`src/rtl/tx_arbiter.sv`:
```
// ---------------------------------------------------------------------------
// tx_arbiter
//   Two-requester round-robin arbiter in front of a single serial transmitter.
//   The winner's data word is latched, a one-cycle start pulse is issued, and
//   the arbiter waits for tx_done before pulsing the winner's done line.
//   All outputs are registered from the current state, so each one becomes
//   visible one clock after the state that produces it.
//
// Parameters
//   WIDTH    transmit data word width
//   TIMEOUT  WAIT-state cycle limit before abort (1..255), used only when
//            the macro TX_TIMEOUT_EN is defined
//
// Ports
//   clk              single clock, rising edge
//   reset            synchronous, active-low
//   req_a, req_b     level requests, held until the matching done pulse
//   data_a, data_b   requester words, sampled in LOAD
//   tx_done          transmitter finished (level or pulse)
//   gnt_a, gnt_b     one-hot grant, LOAD through WAIT
//   tx_start         one-cycle start pulse to the transmitter
//   tx_data          registered word to the transmitter
//   done_a, done_b   one-cycle completion pulse to the winner
//   busy             state is not IDLE
//   timeout          one-cycle abort pulse (constant 0 without TX_TIMEOUT_EN)
//
// Optional feature macro: TX_TIMEOUT_EN (WAIT-state abort counter)
// ---------------------------------------------------------------------------
module tx_arbiter #(
  parameter int WIDTH   = 8,
  parameter int TIMEOUT = 255
) (
  input  logic             clk,
  input  logic             reset,
  input  logic             req_a,
  input  logic             req_b,
  input  logic [WIDTH-1:0] data_a,
  input  logic [WIDTH-1:0] data_b,
  input  logic             tx_done,
  output logic             gnt_a,
  output logic             gnt_b,
  output logic             tx_start,
  output logic [WIDTH-1:0] tx_data,
  output logic             done_a,
  output logic             done_b,
  output logic             busy,
  output logic             timeout
);

  typedef enum logic [2:0] {
    S_IDLE  = 3'd0,
    S_LOAD  = 3'd1,
    S_START = 3'd2,
    S_WAIT  = 3'd3,
    S_DONE  = 3'd4
  } state_t;

  state_t           state_q, state_d;
  logic             winner_b_q, winner_b_d;   // 1 when B owns the current transfer
  logic             last_b_q, last_b_d;       // 1 when B was served last
  logic             gnt_a_q, gnt_a_d;
  logic             gnt_b_q, gnt_b_d;
  logic             tx_start_q, tx_start_d;
  logic [WIDTH-1:0] tx_data_q, tx_data_d;
  logic             done_a_q, done_a_d;
  logic             done_b_q, done_b_d;
  logic             busy_q, busy_d;
  logic             timeout_q, timeout_d;
  logic             in_xfer;
  logic             aborted;                  // current transfer ended by timeout

`ifdef TX_TIMEOUT_EN
  localparam logic [7:0] TIMEOUT_CNT = 8'(TIMEOUT);
  logic [7:0] cnt_q, cnt_d;
  logic       timed_out_q, timed_out_d;
  assign aborted = timed_out_q;
`else
  localparam logic [7:0] timeout_limit_unused = 8'(TIMEOUT);
  assign aborted = 1'b0;
`endif

  always_comb begin
    state_d    = state_q;
    winner_b_d = winner_b_q;
    last_b_d   = last_b_q;
    tx_data_d  = tx_data_q;
`ifdef TX_TIMEOUT_EN
    cnt_d       = cnt_q;
    timed_out_d = timed_out_q;
`endif

    case (state_q)
      S_IDLE: begin
        if (req_a || req_b) begin
          // B wins alone, or on a tie when A was served last.
          winner_b_d = req_b && (!req_a || !last_b_q);
          state_d    = S_LOAD;
        end
      end
      S_LOAD: begin
        last_b_d  = winner_b_q;
        tx_data_d = winner_b_q ? data_b : data_a;
        state_d   = S_START;
      end
      S_START: begin
        // tx_done is deliberately ignored here.
        state_d = S_WAIT;
`ifdef TX_TIMEOUT_EN
        cnt_d       = 8'd0;
        timed_out_d = 1'b0;
`endif
      end
      S_WAIT: begin
        // tx_done takes priority over an expiring counter.
        if (tx_done) begin
          state_d = S_DONE;
        end
`ifdef TX_TIMEOUT_EN
        else if (cnt_q == TIMEOUT_CNT) begin
          state_d     = S_DONE;
          timed_out_d = 1'b1;
        end else begin
          cnt_d = cnt_q + 8'd1;
        end
`endif
      end
      S_DONE:  state_d = S_IDLE;
      default: state_d = S_IDLE;
    endcase

    // Moore outputs, registered from the present state.
    in_xfer    = (state_q == S_LOAD) || (state_q == S_START) || (state_q == S_WAIT);
    gnt_a_d    = in_xfer && !winner_b_q;
    gnt_b_d    = in_xfer && winner_b_q;
    tx_start_d = (state_q == S_START);
    done_a_d   = (state_q == S_DONE) && !aborted && !winner_b_q;
    done_b_d   = (state_q == S_DONE) && !aborted && winner_b_q;
    timeout_d  = (state_q == S_DONE) && aborted;
    busy_d     = (state_q != S_IDLE);
  end

  always_ff @(posedge clk) begin
    if (!reset) begin
      state_q    <= S_IDLE;
      winner_b_q <= 1'b0;
      last_b_q   <= 1'b1;     // A preferred for the first tie
      gnt_a_q    <= 1'b0;
      gnt_b_q    <= 1'b0;
      tx_start_q <= 1'b0;
      tx_data_q  <= '0;
      done_a_q   <= 1'b0;
      done_b_q   <= 1'b0;
      busy_q     <= 1'b0;
      timeout_q  <= 1'b0;
`ifdef TX_TIMEOUT_EN
      cnt_q       <= 8'd0;
      timed_out_q <= 1'b0;
`endif
    end else begin
      state_q    <= state_d;
      winner_b_q <= winner_b_d;
      last_b_q   <= last_b_d;
      gnt_a_q    <= gnt_a_d;
      gnt_b_q    <= gnt_b_d;
      tx_start_q <= tx_start_d;
      tx_data_q  <= tx_data_d;
      done_a_q   <= done_a_d;
      done_b_q   <= done_b_d;
      busy_q     <= busy_d;
      timeout_q  <= timeout_d;
`ifdef TX_TIMEOUT_EN
      cnt_q       <= cnt_d;
      timed_out_q <= timed_out_d;
`endif
    end
  end

  assign gnt_a    = gnt_a_q;
  assign gnt_b    = gnt_b_q;
  assign tx_start = tx_start_q;
  assign tx_data  = tx_data_q;
  assign done_a   = done_a_q;
  assign done_b   = done_b_q;
  assign busy     = busy_q;
  assign timeout  = timeout_q;

endmodule

```
`config.mk`:
```
export PLATFORM = sky130hd
export DESIGN_NAME = tx_arbiter
export DESIGN_NICKNAME = d
export VERILOG_FILES = /design/src/rtl/tx_arbiter.sv
export SDC_FILE = /design/constraint.sdc
export NUM_CORES = 1
export LEC_CHECK = 0
export CAP_MARGIN = 15
export CORE_ASPECT_RATIO = 1.2
export CORE_UTILIZATION = 44
export CTS_BUF_LIST = sky130_fd_sc_hd__clkbuf_2
export CTS_CLUSTER_DIAMETER = 150
export DETAILED_ROUTE_END_ITERATION = 10
export PLACE_DENSITY = 0.85
export SKIP_LAST_GASP = 1
export SYNTH_ARGS = -nofsm -noshare
export SYNTH_HDL_FRONTEND = slang
export SYNTH_SLANG_ARGS = --single-unit
export TNS_END_PERCENT = 30
```
`constraint.sdc`:
```
create_clock -name clk -period 2.9 [get_ports clk]
set_clock_uncertainty 0.2 [all_clocks]
set_input_delay 0.87 -clock clk [delete_from_list [all_inputs] [get_ports clk]]
set_output_delay 0.87 -clock clk [all_outputs]
set_load 0.05 [all_outputs]
```
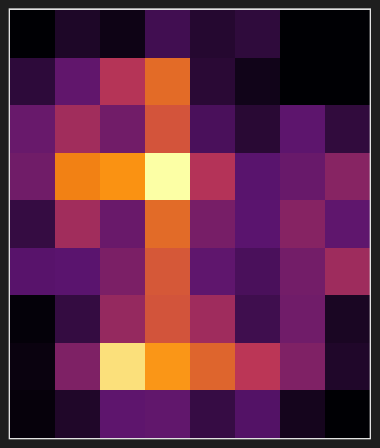
wire_density.png
8 x 9 tiles, from black (low) to pale yellow (high), scaled to the fullest tile. Values are wire area over tile area, all layers added.
15% of the tiles are over half the peak. The mean over all tiles is 0.15. The densest ninth of the die: middle. The fullest tile reaches 0.51. 11% of the tiles are nearly empty. The emptiest ninth of the die: top right.
Routed wire per std cell: 13.4 um
Routed WL: 1710 um

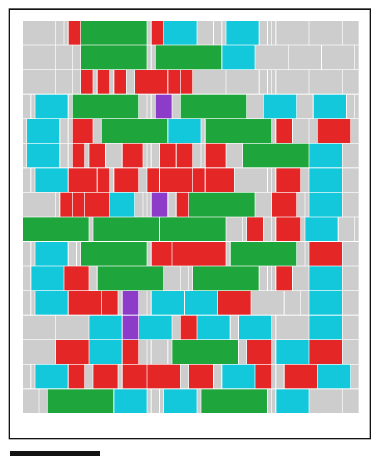
cell_classes.png
The bar under the picture is 10 um long. Fill, decap, tap and diode cells in grey.
Key: red = all other logic [cells 52, share of their area 31%]; green = flops [cells 19, share of their area 35%]; purple = clock drivers and dummy loads [cells 4, share of their area 1.8%]; cyan = other buffers and delay cells [cells 35, share of their area 32%]
Placement Rows: 16
Core Area: 0.00162 mm^2

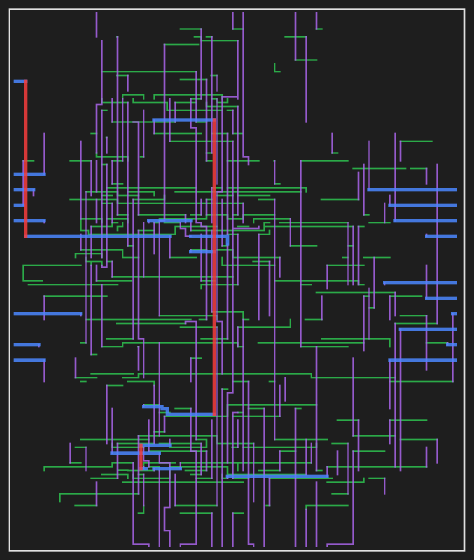
metal_stack.png
Key: green = met1 [wire length 669 um]; red = met4 [wire length 41.5 um]; purple = met2 [wire length 889 um]; blue = met3 [wire length 113 um]
via count: 711
All-Layer GR Usage: 0.216

==> ci_impl_report.md <==
### Flow metrics

| Metric | Value |
|---|---|
| Status | `completed` |
| Crit path to | `tx_data[5]` |
| Adder Area Share | `0` |
| First-pass GRT wire length | `2680 um` |
| Cell count after synthesis | `76` |
| Worst path slowest cell | `clkdlybuf4s50_1` |
| Yosys chip area | `756 um^2` |
| H-tree levels | `1` |
| Chip Height | `47.4 um` |
| Pin count of the biggest net entering global routing | `14` |
| Place WS | `0.698 ns` |
| Latency at later pin | `0.32 ns` |
| Combinational share of power | `0.284` |
| Slew HR | `0.581` |
| Most instantiated logic cells after routing | `clkdlybuf4s50_1 (34), dfxtp_1 (19)` |
| Top delay family on crit path | `buffers and inverters` |
| Hold buffers post-CTS | `0` |
| Power share of the clock group | `0.197` |
| Max Slew Vio Count | `0` |
| HPWL Detailed | `1270 um` |
| Met1 usage in global routing | `0.223` |
| Hold WS | `0.296 ns` |
| CP bufs+invs | `1` |
| Worst hold stages | `2` |
| Number of setup buffers added after CTS | `0` |
| Net Switching | `198 uW` |
| Placed Cells | `124` |
| Top Consumer | `sequential cells` |
| ANT nets after route | `0` |
| Top routing layer used | `met4` |
| Vias in the first global route | `632` |
| Switching Share | `0.335` |
| Data required, critical path | `1.83 ns` |
| Hold_sp | `tx_data[7]` |
| Syn Area/Cell | `9.94 um^2` |
| # clk buffers | `4` |
| RSZ-0062 raised after global routing | `no` |
| Met3 WL post-DR | `112 um` |
| Sequential share of cell area | `0.342` |
| Most frequent logic cell in the layout | `clkdlybuf4s50_1` |
| Tmin final | `2.59 ns` |
| Worst-path clk slew | `0.17 ns` |
| Clk pwr | `116 uW` |
| Initial DRC Count | `18` |
| Area grow syn2layout | `47.2%` |
| Max incr delay on CP | `0.82 ns` |
| Final setup violation count | `0` |
| Worst Hold Class | `reg -> reg` |
| CP cell instances | `clkdlybuf4s50_1` |
| PD cells | `530 mW/mm^2` |
| Synth area leader | `dfxtp_1` |
| Flop pwr share | `0.519` |
| GR Layer Usage met2 | `0.377` |
| Gate Area | `338 um^2` |
| Path depth of the worst reg2reg path | `3` |
| I/O Pins | `36` |
| Worst Tran Pin Value | `0.628 ns` |
| Final core occ | `0.686` |
| Crit path DAT | `1.52 ns` |
| ANT cells | `0` |
| Fill count | `139` |
| Root buffer cell | `clkbuf_2` |
| Top cell type's share of synthesized area | `0.503` |
| CP startpoint | `tx_data[5]` |
| Internal Power | `392 uW` |
| CTS buffer count | `3` |
| Distinct lib cells | `24` |
| Syn_nets | `97` |
| Mapped cell area | `756 um^2` |
| Layout net count | `132` |
| Top_reg_cell synth | `dfxtp_1` |
| Drt first pass iters | `4` |
| Post-route cell area | `0.00111 mm^2` |
| Comb. pwr | `168 uW` |
| Initial antenna violation count | `0` |
| Mux area share | `0.106` |
| Bufs w/o clock | `35` |
| Hold endpoint | `tx_data[7]` |
| Combinational share of cell area | `0.304` |
| Layout cell share with drive strength beyond 1 | `0.0818` |
| Leak | `0.000409 uW` |
| DRT met1 WL | `668 um` |
| Combinational gates | `51` |
| Buffering overhead | `0.313` |
| Sequential power | `306 uW` |
| Dominant comb cell | `AND-OR/OR-AND gates` |
| Metal2 WL | `889 um` |
| Fmax | `386 MHz` |
| Reg-to-reg startpoint | `state_q[2]` |
| Asr flop ratio synth | `0` |
Power and IR drop assume default switching activity.
